$ cat src/rtl/lfsr_seq_ctrl.sv
// Sequencer for the pixel-width LFSR: loads seed/stop through the config handshake,
// verifies each readback, then supervises the run until lfsr_done or timeout.
module lfsr_seq_ctrl #(
    parameter int MAX_PIXEL_BITS = 8,
    parameter int CFG_WAIT_MAX   = 4,
    parameter int RUN_TIMEOUT    = 1024,
    parameter int CNT_W          = 16
) (
    input  logic                      clk_i,
    input  logic                      reset_i,
    input  logic                      start_i,
    input  logic                      abort_i,
    input  logic [MAX_PIXEL_BITS-1:0] seed_i,
    input  logic [MAX_PIXEL_BITS-1:0] stop_i,
    output logic                      busy_o,
    output logic                      done_o,
    output logic                      err_o,
    output logic [1:0]                err_code_o,
    output logic [CNT_W-1:0]          run_cycles_o,
    output logic                      lfsr_config_o,
    output logic                      lfsr_config_rdy_o,
    output logic [MAX_PIXEL_BITS-1:0] lfsr_config_data_o,
    input  logic [MAX_PIXEL_BITS-1:0] lfsr_config_data_i,
    input  logic                      lfsr_config_done_i,
    input  logic                      lfsr_done_i,
    output logic                      lfsr_run_o
);

    localparam int WAIT_W = $clog2(CFG_WAIT_MAX + 1);
    localparam logic [WAIT_W-1:0] WAIT_LAST = WAIT_W'(CFG_WAIT_MAX - 1);
    localparam logic [CNT_W-1:0]  RUN_LIMIT = CNT_W'(RUN_TIMEOUT);

    localparam logic [1:0] CODE_SEED_ZERO = 2'b01;
    localparam logic [1:0] CODE_MISMATCH  = 2'b10;
    localparam logic [1:0] CODE_TIMEOUT   = 2'b11;

    typedef enum logic [2:0] {
        IDLE, LOAD_SEED, WAIT_SEED, LOAD_STOP, WAIT_STOP, RUN, DONE, ERR
    } state_t;

    state_t                    state;
    logic [MAX_PIXEL_BITS-1:0] seed;
    logic [MAX_PIXEL_BITS-1:0] stop;
    logic [WAIT_W-1:0]         wait_cnt;
    logic [CNT_W-1:0]          run_inc;

    // run_cycles_o doubles as the live run counter; it saturates rather than wraps
    always_comb begin
        run_inc = (&run_cycles_o) ? run_cycles_o : run_cycles_o + 1'b1;
    end

    always_ff @(posedge clk_i or posedge reset_i) begin
        if (reset_i) begin
            state              <= IDLE;
            seed               <= '0;
            stop               <= '0;
            wait_cnt           <= '0;
            busy_o             <= 1'b0;
            done_o             <= 1'b0;
            err_o              <= 1'b0;
            err_code_o         <= 2'b00;
            run_cycles_o       <= '0;
            lfsr_config_o      <= 1'b0;
            lfsr_config_rdy_o  <= 1'b0;
            lfsr_config_data_o <= '0;
            lfsr_run_o         <= 1'b0;
        end else begin
            lfsr_config_rdy_o <= 1'b0;
            done_o            <= 1'b0;
            if (abort_i && state != IDLE) begin
                state         <= IDLE;
                busy_o        <= 1'b0;
                lfsr_run_o    <= 1'b0;
                lfsr_config_o <= 1'b0;
            end else begin
                case (state)
                    IDLE: begin
                        if (start_i) begin
                            seed         <= seed_i;
                            stop         <= stop_i;
                            err_o        <= 1'b0;
                            err_code_o   <= 2'b00;
                            run_cycles_o <= '0;
                            busy_o       <= 1'b1;
                            if (seed_i == '0) begin
                                state      <= ERR;
                                err_o      <= 1'b1;
                                err_code_o <= CODE_SEED_ZERO;
                            end else begin
                                state              <= LOAD_SEED;
                                lfsr_config_rdy_o  <= 1'b1;
                                lfsr_config_o      <= 1'b0;
                                lfsr_config_data_o <= seed_i;
                            end
                        end
                    end
                    LOAD_SEED: begin
                        state    <= WAIT_SEED;
                        wait_cnt <= '0;
                    end
                    WAIT_SEED: begin
                        if (lfsr_config_done_i) begin
                            if (lfsr_config_data_i == seed) begin
                                state              <= LOAD_STOP;
                                lfsr_config_rdy_o  <= 1'b1;
                                lfsr_config_o      <= 1'b1;
                                lfsr_config_data_o <= stop;
                            end else begin
                                state      <= ERR;
                                err_o      <= 1'b1;
                                err_code_o <= CODE_MISMATCH;
                            end
                        end else if (wait_cnt == WAIT_LAST) begin
                            state      <= ERR;
                            err_o      <= 1'b1;
                            err_code_o <= CODE_TIMEOUT;
                        end else begin
                            wait_cnt <= wait_cnt + 1'b1;
                        end
                    end
                    LOAD_STOP: begin
                        state    <= WAIT_STOP;
                        wait_cnt <= '0;
                    end
                    WAIT_STOP: begin
                        if (lfsr_config_done_i) begin
                            lfsr_config_o <= 1'b0;
                            if (lfsr_config_data_i == stop) begin
                                state      <= RUN;
                                lfsr_run_o <= 1'b1;
                            end else begin
                                state      <= ERR;
                                err_o      <= 1'b1;
                                err_code_o <= CODE_MISMATCH;
                            end
                        end else if (wait_cnt == WAIT_LAST) begin
                            state         <= ERR;
                            lfsr_config_o <= 1'b0;
                            err_o         <= 1'b1;
                            err_code_o    <= CODE_TIMEOUT;
                        end else begin
                            wait_cnt <= wait_cnt + 1'b1;
                        end
                    end
                    RUN: begin
                        run_cycles_o <= run_inc;
                        if (lfsr_done_i) begin
                            state      <= DONE;
                            lfsr_run_o <= 1'b0;
                            done_o     <= 1'b1;
                        end else if (run_inc >= RUN_LIMIT) begin
                            state      <= ERR;
                            lfsr_run_o <= 1'b0;
                            err_o      <= 1'b1;
                            err_code_o <= CODE_TIMEOUT;
                        end
                    end
                    DONE, ERR: begin
                        state  <= IDLE;
                        busy_o <= 1'b0;
                    end
                    default: begin
                        state      <= IDLE;
                        busy_o     <= 1'b0;
                        lfsr_run_o <= 1'b0;
                    end
                endcase
            end
        end
    end

endmodule

$ cat config.mk
export PLATFORM = sky130hd
export DESIGN_NAME = lfsr_seq_ctrl
export DESIGN_NICKNAME = d
export VERILOG_FILES = /design/src/rtl/lfsr_seq_ctrl.sv
export SDC_FILE = /design/constraint.sdc
export NUM_CORES = 1
export LEC_CHECK = 0
export ABC_CLOCK_PERIOD_IN_PS = 2600
export CAP_MARGIN = 20
export CORE_MARGIN = 5
export CORE_UTILIZATION = 51
export DETAILED_ROUTE_END_ITERATION = 8
export GPL_TIMING_DRIVEN = 0
export PLACE_DENSITY = 0.84
export SYNTH_ARGS = -nofsm -noshare
export SYNTH_HDL_FRONTEND = slang
export SYNTH_SLANG_ARGS = --single-unit
$ cat constraint.sdc
create_clock -name clk_i -period 2.6 [get_ports clk_i]
set_input_delay 0.26 -clock clk_i [delete_from_list [all_inputs] [get_ports clk_i]]
set_output_delay 0.26 -clock clk_i [all_outputs]
set_load 0.02 [all_outputs]
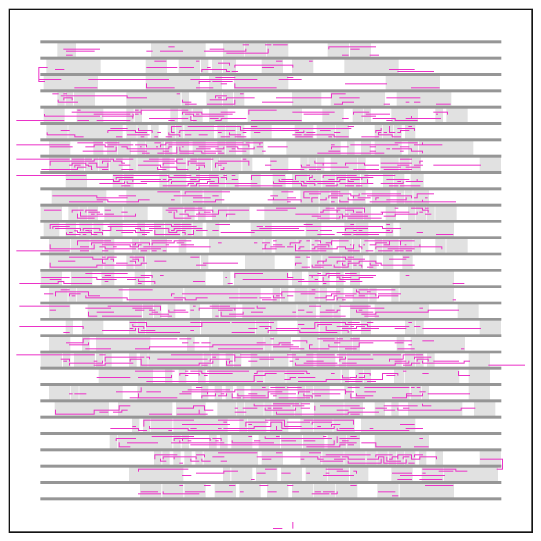
layer_met1.png
Drawn at 6 px/um. Supply wires on this layer in gray.
wire length on this layer = 3370 um
main direction = horizontal
share of all routed wire = 43%
nets with wire on the layer = 419
longest straight run = 23.9 um
total number of vias: 2826
Total Wirelength: 7.78 mm

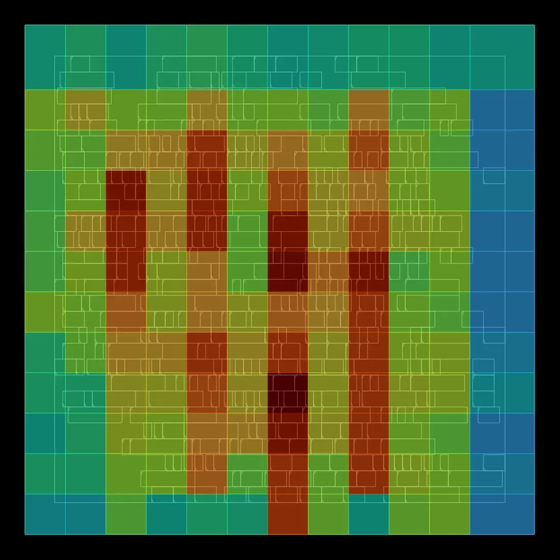
congestion.png
met2 usage in global routing: 35.1%
met1 GRT Util: 28.1%
Wirelength per Cell: 15.7 um
met3 usage: 3.22%
post-layout util: 65.5%

## final timing paths
check	startpoint	end	slack, ps	depth (start not counted)
max	seed_i[3]	lfsr_config_data_o[1]$_DFFE_PP0P_	210	8
min	reset_i	run_cycles_o[7]$_DFFE_PP0P_	300	2
max reg2reg	run_cycles_o[0]$_DFFE_PP0P_	run_cycles_o[7]$_DFFE_PP0P_	210	9
min reg2reg	lfsr_config_data_o[0]$_DFFE_PP0P_	lfsr_config_data_o[0]$_DFFE_PP0P_	500	2
max in group asynchronous	reset_i	lfsr_config_data_o[4]$_DFFE_PP0P_	1750	3
min in group clk_i	stop_i[0]	stop[0]$_DFFE_PP0P_	460	3
## worst max-delay path: cells and delay by family
family,cells,cell delay [ps]
AND/OR/NAND/NOR,4,940
buffers and inverters,2,840
AND-OR/OR-AND,2,590
==> results.py <==
# Physical implementation metrics
metrics = {
    "run_status": {
        "status": "complete, no violations",
    },
    "routing": {
        "dr.pass1.iters": 6,
        "highest_layer": "met4",
    },
    "synth": {
        "synth.most_common_cell": "nand2_1",
        "ys_top_logic_family": "simple AND/OR/NAND/NOR gates",
        "simple_gate_area_share_pct": 24.3,
        "synth-edff-count": 0,
        "ys.flop_type": "dfrtp_1",
        "mux_share_pct": 4.65,
        "ys_cells": 352,
        "synth_cell_types": 47,
        "fp_nets": 385,
        "top_area_share_pct": 44.8,
    },
    "job": {
        "cap_violations": 0,
    },
    "final_timing": {
        "grt_setup_unrepaired": "false",
        "clock_skew_ps": 9.53,
        "period_used_pct": 92.1,
        "tightestPinTransition_ps": 560,
    },
    "power_and_ir_drop": {
        "power_density_nw_per_um2": 864,
        "switching_share_pct": 41.4,
        "combPwrFrac_pct": 45.7,
    },
    "clocking": {
        "cts_tree": "yes",
        "clock_path_buffers": 2,
        "cts_max_level": 2,
        "insertion_delay_ps": 320,
    },
    "final_layout": {
        "clk_share_pct": 2.45,
        "final_cell_mix": "76 x nand2_1, 61 x clkdlybuf4s50_1, 54 x dfrtp_1, 25 x nor2_1, 19 x o21ai_1",
        "stdcell_count": 497,
        "clockBufferCount": 5,
    },
    "setup_path": {
        "crit_chain": "clkdlybuf4s50_1 > nor4_1 > nand2_1 > nand2_1 > a21boi_1 > clkbuf_1 > nand2_1 > o21ai_1",
        "critPathKind": "in -> reg",
    },
    "placed_design": {
        "dpl.hpwl_mm": 5.77,
        "portBuffers": 61,
        "dp.cells": 489,
        "place_congestion": 0.905,
    },
    "floorplanning": {
        "die_area_um2": 7550,
        "die_w_um": 86.9,
    },
}
